Design shift_seq_ctrl, sky130hd; sources not shown.
**Run 1: routed clock nets over the placement**

Drawn at 8 px/µm.
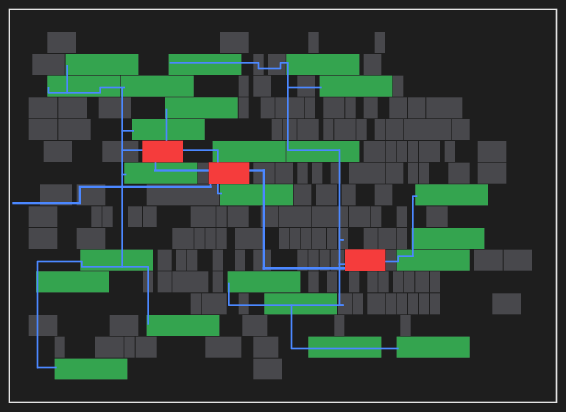
[flip-flops] green | count: 23
[clock wires] blue | length: 282 µm
[clock drivers] red | count: 3
routed clock nets: 4
flops lie: spread over the die
clock skew: 5.43 ps
Late-Pin Clk Latency: 270 ps

**Run 1: pin placement**

Drawn at 4 px/µm. Pins as bars across the die edge, other pins in grey.
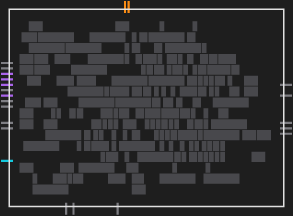
| port | colour | pins | direction | edge |
|---|---|---|---|---|
| blank_i | cyan | 1 | input | left |
| s_o | orange | 2 | output | top |
| pat_i | purple | 4 | input | left |
width of the die: 68.2 µm
input/output buffers: 21

**Run 1: placed cells, one colour a class**

Drawn at 6 px/µm. Fill, decap, tap and diode cells in grey.
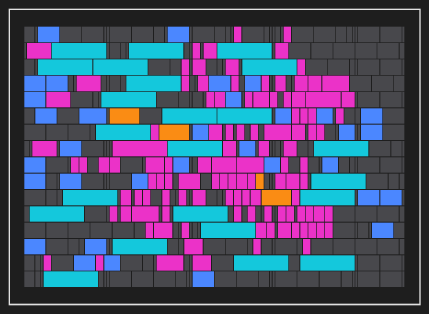
| class | colour | cells |
|---|---|---|
| clock drivers and dummy loads | orange | 4 |
| flops | cyan | 23 |
| other buffers and delay cells | blue | 33 |
| combinational and other logic | magenta | 112 |
Rows: 16
final cell utilization of the core: 0.576
core area: 2760 µm²
fraction of area in registers: 0.362
post-route cell area: 1590 µm²

**Run 1: clock wiring as the flow saved it**

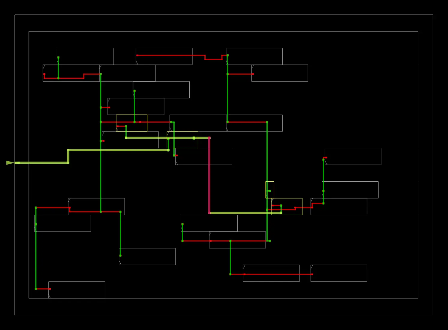
Seq cells: 23
TritonCTS Buffers: 3
clk pwr: 0.352 mW

==> CHANGELOG.md, run 1 <==
### Metrics

- Outcome: completed
- Max transition margin: 0.769
- M1 GR Usage: 0.238
- Simple-gate share of the synthesized area: 0.274
- Final Slew Violations: 0
- N_diodes: 0
- Main kind of combinational logic by area: simple AND/OR/NAND/NOR gates
- NetSw: 0.534 mW
- #FFs+latches synth: 23
- Data required, critical path: 1740 ps
- Commonest cells after routing, fill and taps aside: 38 x nand2_1, 23 x dfrtp_1, 20 x inv_1, 20 x clkdlybuf4s50_1, 12 x buf_4
- Distinct lib cells used: 20
- Slowest cell on crit path: dfrtp_1
- Most common cell in the netlist: nand2_1
- Largest net degree at the start of global routing: 24
- Routed len/inst: 12.3 µm
- Leakage power: 0.814 nW
- Crit-path cells: inv_2 > ha_4 > xor2_1 > nand2_1 > nor2_4 > nand4_1 > nand2_1 > buf_4 > nand4_1
- Buffers excl. clock: 33
- Min cycle time layout: 1590 ps
- Sw Ratio: 0.331
- Met2 usage: 0.280
- Root Buffer: clkbuf_8
- Met3 Resource Use GR: 0.0577
- Logic cell area: 543 µm²
- Yosys cell count: 137
- Nets: 190
- R2R cell count: 9
- Commonest cells in the synthesized netlist: 39 x nand2_1, 23 x dfrtp_1, 21 x inv_1
- Synth Area in XOR/XNOR: 0.0222
- Die Size: 3340 µm²
- Yosys aoi share: 0.0571
- Floorplan Utilization: 0.428
- Multi-input gates: 91
- Post-Syn Instances: 137
- Pwr Total: 1.61 mW
- Pwr top: sequential cells
- CP top delay family: simple AND/OR/NAND/NOR gates
- Hold/Removal Path Class: in2async
- Share of cells above drive strength 1: 0.198
- Gate power share: 0.342
- Commonest Layout Cell: nand2_1
- CTS tree: done
- Clock power share: 0.218
- Comb area share: 0.341
- ANT nets after route: 0
- Placed insts: 201
- Worst-path clk slew: 80 ps
- DP HPWL: 1960 µm
- CTS max path bufs: 2
- Main flop type: dfrtp_1
- Reg2reg setup slack: 7 ps
- Synth Area in Adders: 0.0423
- Area Overhead vs Synth: 34.4%
- CTS Hold Buffers Added: 0
- RePlAce Congestion: 0.836
- Crit path buf inv count: 2
- Comb pwr: 0.552 mW
- Worst Path Max Fanout: 5
- Count of non-CTS inverters in the layout: 21
- Fin cells: 208
- Data buffer area share: 0.190
- # IOs: 22
- Initial antenna violation count: 0
- Area leader, netlist: dfrtp_1
- Met1 WL: 1180 µm
- Largest area class, layout: flip-flops and latches
- Critical path class: reg2reg
==> inputs of run 2 (changes only) <==
--- a/config.mk
+++ b/config.mk
@@ -10,7 +10,7 @@
 export CORE_ASPECT_RATIO = 0.7
 export CORE_MARGIN = 2
 export CORE_UTILIZATION = 41
-export CTS_BUF_LIST = sky130_fd_sc_hd__clkbuf_8
+export CTS_BUF_LIST = sky130_fd_sc_hd__clkbuf_16
 export DETAILED_ROUTE_END_ITERATION = 8
 export GPL_ROUTABILITY_DRIVEN = 1
 export PLACE_DENSITY = 0.74
**Run 2: M2 wires**

Drawn at 6 px/µm. Cells faint in the background.
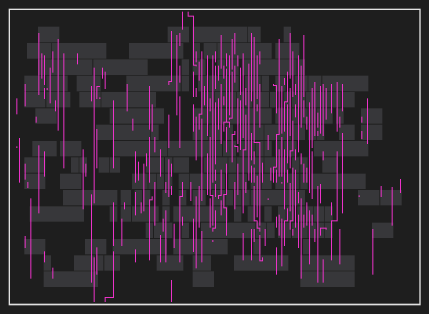
main direction: vertical
longest straight run: 22.4 µm
met2 usage: 0.288
DR vias: 1036
Routed WL: 2680 µm

==> run 2 against run 1 <==
Net effect: critical path type unchanged; the flow now finishes with violations (negative setup slack); sequential cell count unchanged; die area unchanged; sequential power about the same; clock skew down 0.67 ps; sequential share of layout area down 1.6 points; clock power up 53%; count of clock-buffer cells in the layout unchanged; non-clock buffer count unchanged; total power up 14%; first-iteration DRC count up 22%; wire length up 4.7%; synthesized cell count unchanged.
==> CHANGELOG.md, run 2 <==
### Metrics

- Nets: 190 (unchanged)
- # setup viols final: 2 (was 0)
- R2R cell count: 9 (unchanged)
- Worst-path clk slew: 60 ps (was 80 ps)
- Placed insts: 201 (unchanged)
- Clock skew: 4.77 ps (was 5.43 ps)
- Met3 Resource Use GR: 0.0485 (was 0.0577)
- Root Buffer: clkbuf_16 (was clkbuf_8)
- N_diodes: 0 (unchanged)
- CTS Hold Buffers Added: 0 (unchanged)
- PnR worst setup slack: -45.3 ps (was 6.60 ps)
- Yosys cell count: 137 (unchanged)
- Failing checks: negative setup slack
- Post-Syn Instances: 137 (unchanged)
- Main flop type: dfrtp_1 (unchanged)
- Multi-input gates: 91 (unchanged)
- Min cycle time layout: 1650 ps (was 1590 ps)
- Logic cell area: 577 µm² (was 543 µm²)
- Post-route cell area: 1660 µm² (was 1590 µm²)
- Input/output buffers: 21 (unchanged)
- # IOs: 22 (unchanged)
- Comb area share: 0.347 (was 0.341)
- Hold/Removal Path Class: in2async (unchanged)
- Max transition margin: 0.755 (was 0.769)
- M1 GR Usage: 0.249 (was 0.238)
- Commonest cells in the synthesized netlist: 39 x nand2_1, 23 x dfrtp_1, 21 x inv_1 (unchanged)
- CTS tree: done (unchanged)
- Width of the die: 68.2 µm (unchanged)
- Core area: 2760 µm² (unchanged)
- Data buffer area share: 0.185 (was 0.190)
- Critical path class: reg2reg (unchanged)
- Largest area class, layout: combinational gates (was flip-flops and latches)
- Buffers excl. clock: 33 (unchanged)
- Crit-path cells: inv_2 > ha_4 > xor2_1 > nand2_1 > nor2_4 > nand4_1 > nand2_1 > buf_4 > nand4_1 (unchanged)
- DP HPWL: 1960 µm (unchanged)
- Worst Path Max Fanout: 5 (unchanged)
- Area leader, netlist: dfrtp_1 (unchanged)
- Clk pwr: 0.540 mW (was 0.352 mW)
- Yosys aoi share: 0.0571 (unchanged)
- Rows: 16 (unchanged)
- Outcome: finished with violations (was completed)
- Clock power share: 0.294 (was 0.218)
- TritonCTS Buffers: 3 (unchanged)
- Slowest cell on crit path: dfrtp_1 (unchanged)
- Leakage power: 0.830 nW (was 0.814 nW)
- Sw Ratio: 0.315 (was 0.331)
- Floorplan Utilization: 0.428 (unchanged)
- Die Size: 3340 µm² (unchanged)
- Main kind of combinational logic by area: simple AND/OR/NAND/NOR gates (unchanged)
- NetSw: 0.579 mW (was 0.534 mW)
- Commonest cells after routing, fill and taps aside: 35 x nand2_1, 23 x dfrtp_1, 21 x clkdlybuf4s50_1, 20 x inv_1, 10 x buf_4 (was 38 x nand2_1, 23 x dfrtp_1, 20 x inv_1, 20 x clkdlybuf4s50_1, 12 x buf_4)
- Late-Pin Clk Latency: 260 ps (was 270 ps)
- Commonest Layout Cell: nand2_1 (unchanged)
- Synth Area in Adders: 0.0423 (unchanged)
- Data required, critical path: 1730 ps (was 1740 ps)
- Routed len/inst: 12.9 µm (was 12.3 µm)
- Initial antenna violation count: 0 (unchanged)
- Fin cells: 208 (unchanged)
- Synth Area in XOR/XNOR: 0.0222 (unchanged)
- Largest net degree at the start of global routing: 24 (unchanged)
Power and IR drop assume default switching activity.
